## src/rtl/uart_matrix_loader_pkg.sv

```systemverilog
// Shared definitions for the UART matrix loader and its helpers.
//   - default matrix dimension, sync header and inter-byte timeout
//   - loader state encoding
//   - operand buffer select encodings
package uart_matrix_loader_pkg;

    localparam int          N_DEF              = 10;
    localparam int          DATA_W_DEF         = 8;
    localparam logic [7:0]  SYNC_BYTE_DEF      = 8'hA5;
    localparam int          TIMEOUT_CYCLES_DEF = 1_000_000;
    localparam int          ADDR_W             = 7;

    typedef enum logic [2:0] {
        IDLE,
        LOAD_A,
        LOAD_B,
        START,
        WAIT_DONE
    } state_t;

    localparam logic SEL_A = 1'b0;
    localparam logic SEL_B = 1'b1;

endpackage

```

## src/rtl/uart_matrix_loader_rx_byte_strobe.sv

```systemverilog
// rx_byte_strobe: turns the UART receiver's byte-ready level into a
// one-cycle byte strobe.
//   clk, rst_n  : clock, asynchronous active-low reset
//   rx_data     : byte from the receiver, stable while rx_ready is high
//   rx_ready    : byte-ready level (held for roughly one bit time)
//   byte_valid  : high for exactly one cycle on the rising edge of rx_ready
//   byte_data   : the byte belonging to that edge
// The strobe is combinational off the registered previous level so the
// consumer can register the byte in the same cycle the edge is seen.
module rx_byte_strobe #(
    parameter int DATA_W = 8
) (
    input  logic              clk,
    input  logic              rst_n,
    input  logic [DATA_W-1:0] rx_data,
    input  logic              rx_ready,
    output logic              byte_valid,
    output logic [DATA_W-1:0] byte_data
);

    logic rdy_p0;

    always_ff @(posedge clk or negedge rst_n) begin
        if (!rst_n) begin
            rdy_p0 <= 1'b0;
        end else begin
            rdy_p0 <= rx_ready;
        end
    end

    // A level held high for many cycles produces a single strobe.
    assign byte_valid = rx_ready & ~rdy_p0;
    assign byte_data  = rx_data;

endmodule

```

## src/rtl/uart_matrix_loader.sv

```systemverilog
// uart_matrix_loader: frames bytes from the UART receiver into two NxN
// operand matrices, then starts the compute pipeline and waits for it.
// Frame: SYNC_BYTE, N*N bytes of A, N*N bytes of B, all row-major.
//   clk, rst_n    : clock, asynchronous active-low reset
//   rx_data       : byte from UART receiver
//   rx_ready      : byte-ready level; each rising edge carries one byte
//   compute_done  : one-cycle completion pulse from the pipeline
//   wr_en         : operand buffer write strobe, one cycle per element
//   wr_sel        : 0 = matrix A buffer, 1 = matrix B buffer
//   wr_addr       : element index 0..N*N-1
//   wr_data       : element value
//   start         : one-cycle pipeline start pulse
//   busy          : high from start until compute_done is accepted
//   frame_done    : one-cycle pulse when compute_done is accepted
//   err_sync      : one-cycle pulse for a non-sync byte while idle
//   err_timeout   : one-cycle pulse when a frame stalls between bytes
module uart_matrix_loader
    import uart_matrix_loader_pkg::*;
#(
    parameter int                N              = N_DEF,
    parameter int                DATA_W         = DATA_W_DEF,
    parameter logic [DATA_W-1:0] SYNC_BYTE      = SYNC_BYTE_DEF,
    parameter int                TIMEOUT_CYCLES = TIMEOUT_CYCLES_DEF
) (
    input  logic              clk,
    input  logic              rst_n,
    input  logic [DATA_W-1:0] rx_data,
    input  logic              rx_ready,
    input  logic              compute_done,
    output logic              wr_en,
    output logic              wr_sel,
    output logic [ADDR_W-1:0] wr_addr,
    output logic [DATA_W-1:0] wr_data,
    output logic              start,
    output logic              busy,
    output logic              frame_done,
    output logic              err_sync,
    output logic              err_timeout
);

    localparam int                TO_W     = $clog2(TIMEOUT_CYCLES);
    localparam logic [ADDR_W-1:0] LAST_IDX = ADDR_W'(N * N - 1);
    localparam logic [TO_W-1:0]   TO_LAST  = TO_W'(TIMEOUT_CYCLES - 1);

    logic              byte_valid;
    logic [DATA_W-1:0] byte_data;

    state_t            state;
    logic [ADDR_W-1:0] elem_cnt;
    logic [TO_W-1:0]   to_cnt;

    rx_byte_strobe #(
        .DATA_W(DATA_W)
    ) u_strobe (
        .clk       (clk),
        .rst_n     (rst_n),
        .rx_data   (rx_data),
        .rx_ready  (rx_ready),
        .byte_valid(byte_valid),
        .byte_data (byte_data)
    );

    always_ff @(posedge clk or negedge rst_n) begin
        if (!rst_n) begin
            state       <= IDLE;
            elem_cnt    <= '0;
            to_cnt      <= '0;
            wr_en       <= 1'b0;
            wr_sel      <= SEL_A;
            wr_addr     <= '0;
            wr_data     <= '0;
            start       <= 1'b0;
            busy        <= 1'b0;
            frame_done  <= 1'b0;
            err_sync    <= 1'b0;
            err_timeout <= 1'b0;
        end else begin
            // All strobes default low so each is a single-cycle pulse.
            wr_en       <= 1'b0;
            start       <= 1'b0;
            frame_done  <= 1'b0;
            err_sync    <= 1'b0;
            err_timeout <= 1'b0;

            case (state)
                IDLE: begin
                    to_cnt <= '0;
                    if (byte_valid) begin
                        if (byte_data == SYNC_BYTE) begin
                            state    <= LOAD_A;
                            elem_cnt <= '0;
                        end else begin
                            err_sync <= 1'b1;
                        end
                    end
                end

                LOAD_A, LOAD_B: begin
                    // A byte arriving on the expiry cycle takes priority
                    // over the timeout.
                    if (byte_valid) begin
                        wr_en   <= 1'b1;
                        wr_sel  <= (state == LOAD_B) ? SEL_B : SEL_A;
                        wr_addr <= elem_cnt;
                        wr_data <= byte_data;
                        to_cnt  <= '0;
                        if (elem_cnt == LAST_IDX) begin
                            elem_cnt <= '0;
                            state    <= (state == LOAD_A) ? LOAD_B : START;
                        end else begin
                            elem_cnt <= elem_cnt + ADDR_W'(1);
                        end
                    end else if (to_cnt == TO_LAST) begin
                        // Already-written elements are left in the buffers.
                        err_timeout <= 1'b1;
                        state       <= IDLE;
                        elem_cnt    <= '0;
                        to_cnt      <= '0;
                    end else begin
                        to_cnt <= to_cnt + TO_W'(1);
                    end
                end

                // One cycle after the final B write, so start never
                // coincides with wr_en.
                START: begin
                    start <= 1'b1;
                    busy  <= 1'b1;
                    state <= WAIT_DONE;
                end

                // Incoming bytes are dropped silently while computing.
                WAIT_DONE: begin
                    if (compute_done) begin
                        busy       <= 1'b0;
                        frame_done <= 1'b1;
                        state      <= IDLE;
                    end
                end

                default: state <= IDLE;
            endcase
        end
    end

endmodule

```

## config.mk

```make
export PLATFORM = sky130hd
export DESIGN_NAME = uart_matrix_loader
export DESIGN_NICKNAME = d
export VERILOG_FILES = /design/src/rtl/uart_matrix_loader_pkg.sv /design/src/rtl/uart_matrix_loader_rx_byte_strobe.sv /design/src/rtl/uart_matrix_loader.sv
export SDC_FILE = /design/constraint.sdc
export NUM_CORES = 1
export LEC_CHECK = 0
export CAP_MARGIN = 25
export CELL_PAD_IN_SITES_DETAIL_PLACEMENT = 1
export CELL_PAD_IN_SITES_GLOBAL_PLACEMENT = 2
export CORE_MARGIN = 1.5
export CORE_UTILIZATION = 37
export CTS_CLUSTER_SIZE = 10
export DETAILED_ROUTE_END_ITERATION = 10
export PLACE_DENSITY = 0.83
export SLEW_MARGIN = 40
export SYNTH_ARGS = -nofsm -noshare
export SYNTH_HDL_FRONTEND = slang
export SYNTH_SLANG_ARGS = --single-unit
```

## constraint.sdc

```tcl
create_clock -name clk -period 3.2 [get_ports clk]
set_clock_uncertainty 0.15 [all_clocks]
set_input_delay 0.48 -clock clk [delete_from_list [all_inputs] [get_ports clk]]
set_output_delay 0.48 -clock clk [all_outputs]
set_load 0.1 [all_outputs]
```

Run 1, cell classes on the final placement:
Scale bar: 20 um.
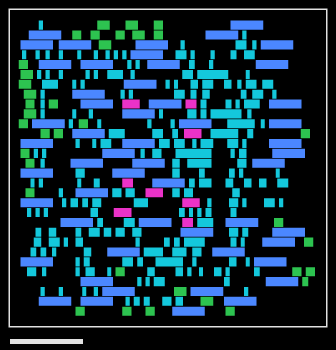
| colour | class | cells | share of their area |
|---|---|---|---|
| cyan | combinational and other logic | 201 | 42% |
| green | other buffers and delay cells | 36 | 9.9% |
| blue | flops | 53 | 45% |
| magenta | clock drivers and dummy loads | 8 | 3.2% |
Floorplan Core Area: 6830 um^2
final non-filler cell area: 3080 um^2

Run 1, congestion heat map:
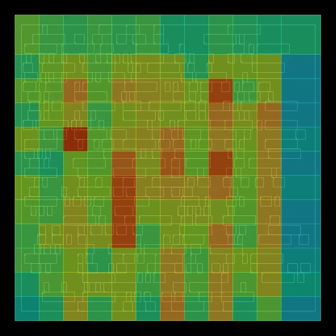
global router's overall resource usage: 0.172
global routing met3 resource utilization: 0.0284

==> results.ini, run 1 <==
[global_route]
grt-ovfl-total = 0
grt_pass1_wl_um = 10400
grt_antenna_before_repair = 0
pin_count_of_the_biggest_net_entering_global_routing = 25
first_global_vias = 2138

[timing]
final.min_clock_period_ps = 2260
worst_slew_margin_rel = 0.627
final_hold_viol_count = 0
finalSetupViolations = 0
fin_setup_tns_ps = 0
fmax_mhz = 442
grt_setup_unrepaired = no
drv_slew = 0
max_slew.worst_pin.slew_ps = 560

[drt]
wl_um = 5720
remaining_drc_errors = 0
met3_length_um = 147
top_layer_used = met4
m1WireLength_um = 2850
detail_route.wl_per_cell_um = 14.5
wl_met2_um = 2690
mean_number_of_vias_per_cell = 4.94
drt_first_pass_iters = 4
vias = 1946
ant_nets = 0

[flow_run]
warnings = 26
drv_cap = 0

[power]
power.share.switching = 0.379
net-switching-power_uw = 588
power_report.internal_total_uw = 965
power.density_cell_area_nw_per_um2 = 504
vdd_drop_max_uv = 361
seq_power_share = 0.481
static-leakage-power_uw = 0.00149
power.share.combinational = 0.265

[yosys]
top_area_cell_type_share_of_the_netlist_area = 0.506
most_common_cell = nand2_1
edf_count = 0
part_of_the_yosys_area_used_for_sequential_elements = 0.506
synthesis.yosys.warnings = 0
yosys_area_um2 = 2620
netlist.top_cell.by_area = dfrtp_1
yosys-top-cells-count = nand2_1 (65), dfrtp_1 (53), nor2_1 (21), nand3_1 (14), xor2_1 (12)
mappedNetlistArea_um2 = 2620
synth_top_flop_cell = dfrtp_1
synth_async_sr_flop_share = 1.00
synthDistinctLibCells = 50
syn_avg_cell_area_um2 = 10.0
number_of_instances_in_the_synthesized_netlist = 262
synthTopCellsByArea = dfrtp_1 (51%), nand2_1 (9.3%), xor2_1 (4.0%), nor2_1 (3.0%), nand3_1 (2.7%)
synth.yosys.num_cells = 262
ys_ff = 53

[floorplan]
fp.dieArea_um2 = 7590
dieWidth_um = 87.1
boundaryPins = 34
floorplan_row_count = 30
floorplan.die.height_um = 87.1
fp_util = 0.383

[worst_setup_path]
timing.critical_path.arrival_ps = 2360
endpoint_kind = register
timing.critical_path.max_delay_family = simple AND/OR/NAND/NOR gates
regToRegEndpoint = elem_cnt[3]
slowest_delay_ps = 490
setup.worst_path.start_class = primary input
timing.critical_path.fanout_max = 22
r2r_setup_slack_ps = 990
critical_path.reg2reg.startpoint = to_cnt[0]
rr_worst_depth = 6
critPathRequiredTime_ps = 3300

[place]
hpwl_after_dpl_um = 4140
io_buffer_count = 33
gpl.final_weighted_congestion = 0.743
post-place-cells = 386

[layout]
area_delta_synth_final_pct = 17.5
fin_nets = 311
final_layout_size_suffix_gt1_frac = 0.185
n_antenna_cell = 0

[cts]
cts_num_sinks = 53
post_cts.resized_instances = 0
cts_htree_levels = 2
cts_inserted_buffers = 5
cts_max_path_buffers = 2
worst_setup_hold_path_clk_slew_ps = 100
clock_tree_from_tritoncts = done
hold_buffers = 0

[worst_hold_path]
holdCritPathClass = primary input to asynchronous set/reset pin

[status]
outcome = completed

Run 1, clock wires, drivers and flops:
Scale bar: 20 um.
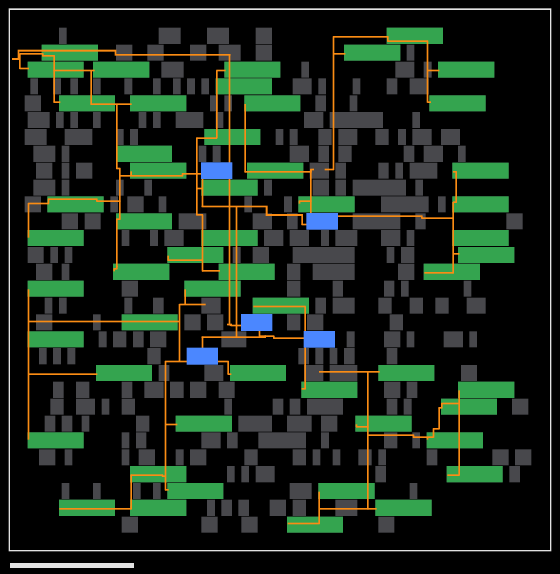
[green] flip-flops | count: 53
[blue] clock drivers | count: 5
[orange] clock wires | length: 689 um
flops lie: widely spread
routed clock nets: 6
clock network power: 395 uW
Clk pwr share: 0.255
latest clock arrival within the worst-skew pair: 300 ps

==> run 1: cells by family after synthesis <==
family / synth area share
compound gates: 0.111
xor+xnor: 0.0502
fa+ha+maj: 0.00955
buf+inv: 0.0258
flops: 0.506
simple gates: 0.297
==> run 1: stage by stage <==
step	hold slack (ps)	worst slack [ps]	area, um^2	util	power [uW]
6_report	3.98	939	3080	0.451	1550
4_1_cts	20.3	890	3080	0.451	1580
5_1_grt	49.4	650	3080	0.451	1630
2_1_floorplan	34.4	1400	2620	-	1070
3_3_place_gp	315	688	2980	0.437	1170
3_5_place_dp	315	552	2980	0.437	1180
==> run 1: final cells by class <==
type / instances / area (um^2)
multi-input cells: 196 / 1220
fillers: 806 / 3750
clock inverters: 3 / 26.3
well taps: 96 / 120
clock buffers: 5 / 68.8
repair buffers: 36 / 293
inverters: 5 / 18.8
flip-flops and latches: 53 / 1330
==> run 1: state kept, by name, summed over array words and instances (netlist names) <==
signal and flops:
wr_addr 7, state 3, wr_data 8, elem_cnt 7, busy 1, wr_sel 1, frame_done 1, start 1
to_cnt 20, wr_en 1, u_strobe.rdy_p0 1, err_timeout 1, err_sync 1
==> run 1: worst max path at each step <==
stage / to / slack (ps) / cells after the start / from
3_5_place_dp: elem_cnt[2] / 550 / 7 / rx_ready
2_1_floorplan: state[0] / 1400 / 5 / rx_data[3]
4_1_cts: elem_cnt[2] / 890 / 7 / rx_ready
5_1_grt: elem_cnt[2] / 650 / 7 / rx_ready
3_3_place_gp: elem_cnt[2] / 690 / 7 / rx_ready
6_report: elem_cnt[2] / 940 / 7 / rx_ready
==> run 1: layout by cell type (no fill, tap or decap), drive strengths merged, types with 2 or more instances in the layout <==
cell type	Yosys	layout
ha	2	2
clkdlybuf4s50	0	10
nor3	4	4
xnor2	3	3
nand3	15	15
inv	5	6
dfrtp	53	53
nor4	2	2
a21o	7	7
o31ai	2	2
clkbuf	2	5
clkinv	0	2
buf	6	26
and2	2	2
and4bb	2	2
nand4	5	5
or2	3	3
and3	9	9
nor3b	5	5
xor2	12	12
nor2	21	21
nor4b	3	3
a21oi	5	5
nand2	68	68
o21ai	11	11
or3	2	2
==> run 1: routing by layer <==
| metal | vias to the layer above | global-route usage |
|---|---|---|
| met1 | 955 | 0.231 |
| met3 | 2 | 0.0284 |
| met5 | - | 0 |
| li1 | 964 | - |
| met4 | 0 | 0.0433 |
| met2 | 25 | 0.290 |
==> run 1: worst reg2reg max path: stages (launching register included) <==
cell and delay (ps):
dfrtp_1 400, ha_1 270, and3_2 280, nand4_4 120
o2bb2ai_4 430, nand2_4 140, a211o_1 310
==> run 1: power groups by stage <==
stage          Combinational [uW]  Sequential [uW]  Clock [uW]
2_1_floorplan                93.2              974           0
3_3_place_gp                  414              758           0
3_5_place_dp                  417              759           0
4_1_cts                       416              747         419
5_1_grt                       436              754         441
6_report                      411              746         395
==> run 2: changes to the inputs <==
--- a/config.mk
+++ b/config.mk
@@ -9,10 +9,10 @@
 export CELL_PAD_IN_SITES_DETAIL_PLACEMENT = 1
 export CELL_PAD_IN_SITES_GLOBAL_PLACEMENT = 2
 export CORE_MARGIN = 1.5
-export CORE_UTILIZATION = 37
+export CORE_UTILIZATION = 31
 export CTS_CLUSTER_SIZE = 10
 export DETAILED_ROUTE_END_ITERATION = 10
-export PLACE_DENSITY = 0.83
+export PLACE_DENSITY = 0.74
 export SLEW_MARGIN = 40
 export SYNTH_ARGS = -nofsm -noshare
 export SYNTH_HDL_FRONTEND = slang
==> constraint.sdc (replaced) <==
create_clock -name clk -period 1.9 [get_ports clk]
set_clock_uncertainty 0.15 [all_clocks]
set_input_delay 0.285 -clock clk [delete_from_list [all_inputs] [get_ports clk]]
set_output_delay 0.285 -clock clk [all_outputs]
set_load 0.1 [all_outputs]
Run 2, congestion heat map:
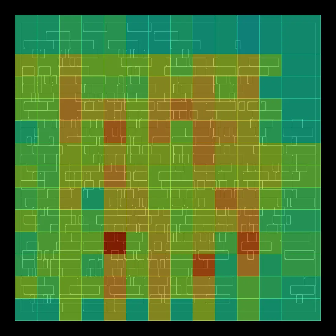
final core utilization: 0.446
met2 demand-to-capacity share in global routing: 0.282
met1 Use GR: 0.197

==> run 2 against run 1 <==
Setup slack got worse by 860 ps; first-iteration DRC count fell by 50%; cell count up 9.4%; largest cell class unchanged.
==> results.ini, run 2 <==
[status]
outcome = completed  ; unchanged

[flow_run]
drv_cap = 0  ; unchanged
warnings = 26  ; unchanged

[worst_setup_path]
critical_path.reg2reg.startpoint = to_cnt[12]  ; was to_cnt[0]
endpoint_kind = register  ; unchanged
timing.critical_path.fanout_max = 6  ; was 22
cp-startpoint = to_cnt[12]  ; was rx_ready
rr_worst_depth = 5  ; was 6
timing.critical_path.arrival_ps = 1890  ; was 2360 ps
setup.worst_path.start_class = register  ; was primary input

[yosys]
top_area_cell_type_share_of_the_netlist_area = 0.506  ; unchanged
most_common_cell = nand2_1  ; unchanged
number_of_instances_in_the_synthesized_netlist = 262  ; unchanged
synth_async_sr_flop_share = 1.00  ; unchanged
synthDistinctLibCells = 50  ; unchanged
synthTopCellsByArea = dfrtp_1 (51%), nand2_1 (9.3%), xor2_1 (4.0%), nor2_1 (3.0%), nand3_1 (2.7%)  ; unchanged
mappedNetlistArea_um2 = 2620  ; unchanged
post_synth_xor_area_fraction = 0.0502  ; unchanged
synth_top_flop_cell = dfrtp_1  ; unchanged

[timing]
fmax_mhz = 550
max_slew.worst_pin.slew_ps = 333  ; was 560 ps
final.min_clock_period_ps = 1820
finalSetupViolations = 0  ; unchanged
grt_setup_unrepaired = no  ; unchanged
worst_slew_margin_rel = 0.777  ; was 0.627

[layout]
area_delta_synth_final_pct = 40.0  ; was 17.5%
top_library_cells_by_usage_in_the_layout_fill_and_taps_aside = nand2_1 (63), dfrtp_1 (51), buf_4 (27)  ; was nand2_1 (65), dfrtp_1 (53), buf_4 (25)
largest_register_ff_count = 20  ; unchanged
final.fill_count = 896  ; was 806
layout_top_cell_excl_fill_tap = nand2_1  ; unchanged
max_flop_register = to_cnt  ; unchanged
layout_top_registers = to_cnt x20, wr_data x8  ; unchanged
n_antenna_cell = 0  ; unchanged

[floorplan]
floorplan_row_count = 33  ; was 30
fp.dieArea_um2 = 9010  ; was 7590 um^2

[cts]
worst_setup_hold_path_clk_slew_ps = 110  ; was 100 ps
clock.latency.late_pin_ps = 310  ; was 300 ps
cts_num_sinks = 53  ; unchanged
cts_htree_levels = 2  ; unchanged

[global_route]
first_global_vias = 2316  ; was 2138
grt_antenna_before_repair = 0  ; unchanged

[drt]
drt_first_pass_iters = 4  ; unchanged
remaining_drc_errors = 0  ; unchanged
ant_nets = 0  ; unchanged
wl_um = 6360  ; was 5720 um

[power]
power.density_cell_area_nw_per_um2 = 813  ; was 504 nW/um^2
static-leakage-power_uw = 0.00172  ; was 0.00149 uW

[place]
io_buffer_count = 33  ; unchanged
dpl_cell_area_um2 = 3490  ; was 2980 um^2

run 2: how the worst min path moves through the flow:
stage,start,depth (start not counted),end,slack (ps)
after floorplan,rst_n,0,busy,-160
after global placement,rst_n,2,to_cnt[3],160
after detailed placement,rst_n,2,to_cnt[5],160
after CTS,rx_ready,1,u_strobe.rdy_p0,300
after global routing,rx_ready,1,u_strobe.rdy_p0,310
final,rx_ready,1,u_strobe.rdy_p0,310
run 2: through the flow:
| stage | worst slack, ps | instances | hold WS [ps] |
|---|---|---|---|
| final | 81.2 | 431 | 308 |
| after CTS | 4.95 | 429 | 299 |
| after global placement | -287 | 420 | 163 |
| after floorplan | 107 | 262 | -161 |
| after global routing | 1.66 | 431 | 309 |
| after detailed placement | -332 | 420 | 158 |
run 2: per-layer routing:
metal,global-route usage,share of wire,vias to the layer above
li1,-,-,1017
met1,0.197,0.45,1044
met2,0.282,0.50,26
met3,0.0370,0.031,5
met4,0.0460,0.010,0
met5,0,0,-
run 2: what timing repair did:
item / 4_1_cts / 5_1_grt
endpoints found under the hold margin: 53 / 0
hold buffers: 1 / 0
resized: 0 / 7
buffers inserted: 0 / 2
setup endpoints to repair: 0 / 11
run 2: where the power goes:
part	switching, uW	internal [uW]	total [uW]	leakage [uW]
registers	82.5	1200	1280	0.000725
clock network	405	395	801	0.0000543
logic	557	341	898	0.000944
run 2: cells by family (layout without fill, tap and decap cells):
family,after synthesis,in the layout
AND/OR/NAND/NOR,144,144
flip-flops,53,53
AND-OR/OR-AND,35,35
XOR/XNOR,15,15
buffers and inverters,13,77
adder cells (fa/ha/maj),2,2
run 2: worst max-delay path: stages, from the launching register on:
cell	delay, ps
dfrtp_2	460
nor4b_4	370
nand3_2	140
o2bb2ai_4	210
nand2_4	100
a211o_1	290
run 2: layout make-up:
cell class                 instances  area, um^2  area share
clock buffer                       5        68.8      0.0188
tap                              105         131      0.0358
sequential                        53        1330       0.362
multi-input combinational        196        1250       0.342
inverter                           5        18.8     0.00512
timing repair buffer              64         818       0.223
clock inverter                     3        46.3      0.0126
Power is estimated from default activity; no workload was simulated.
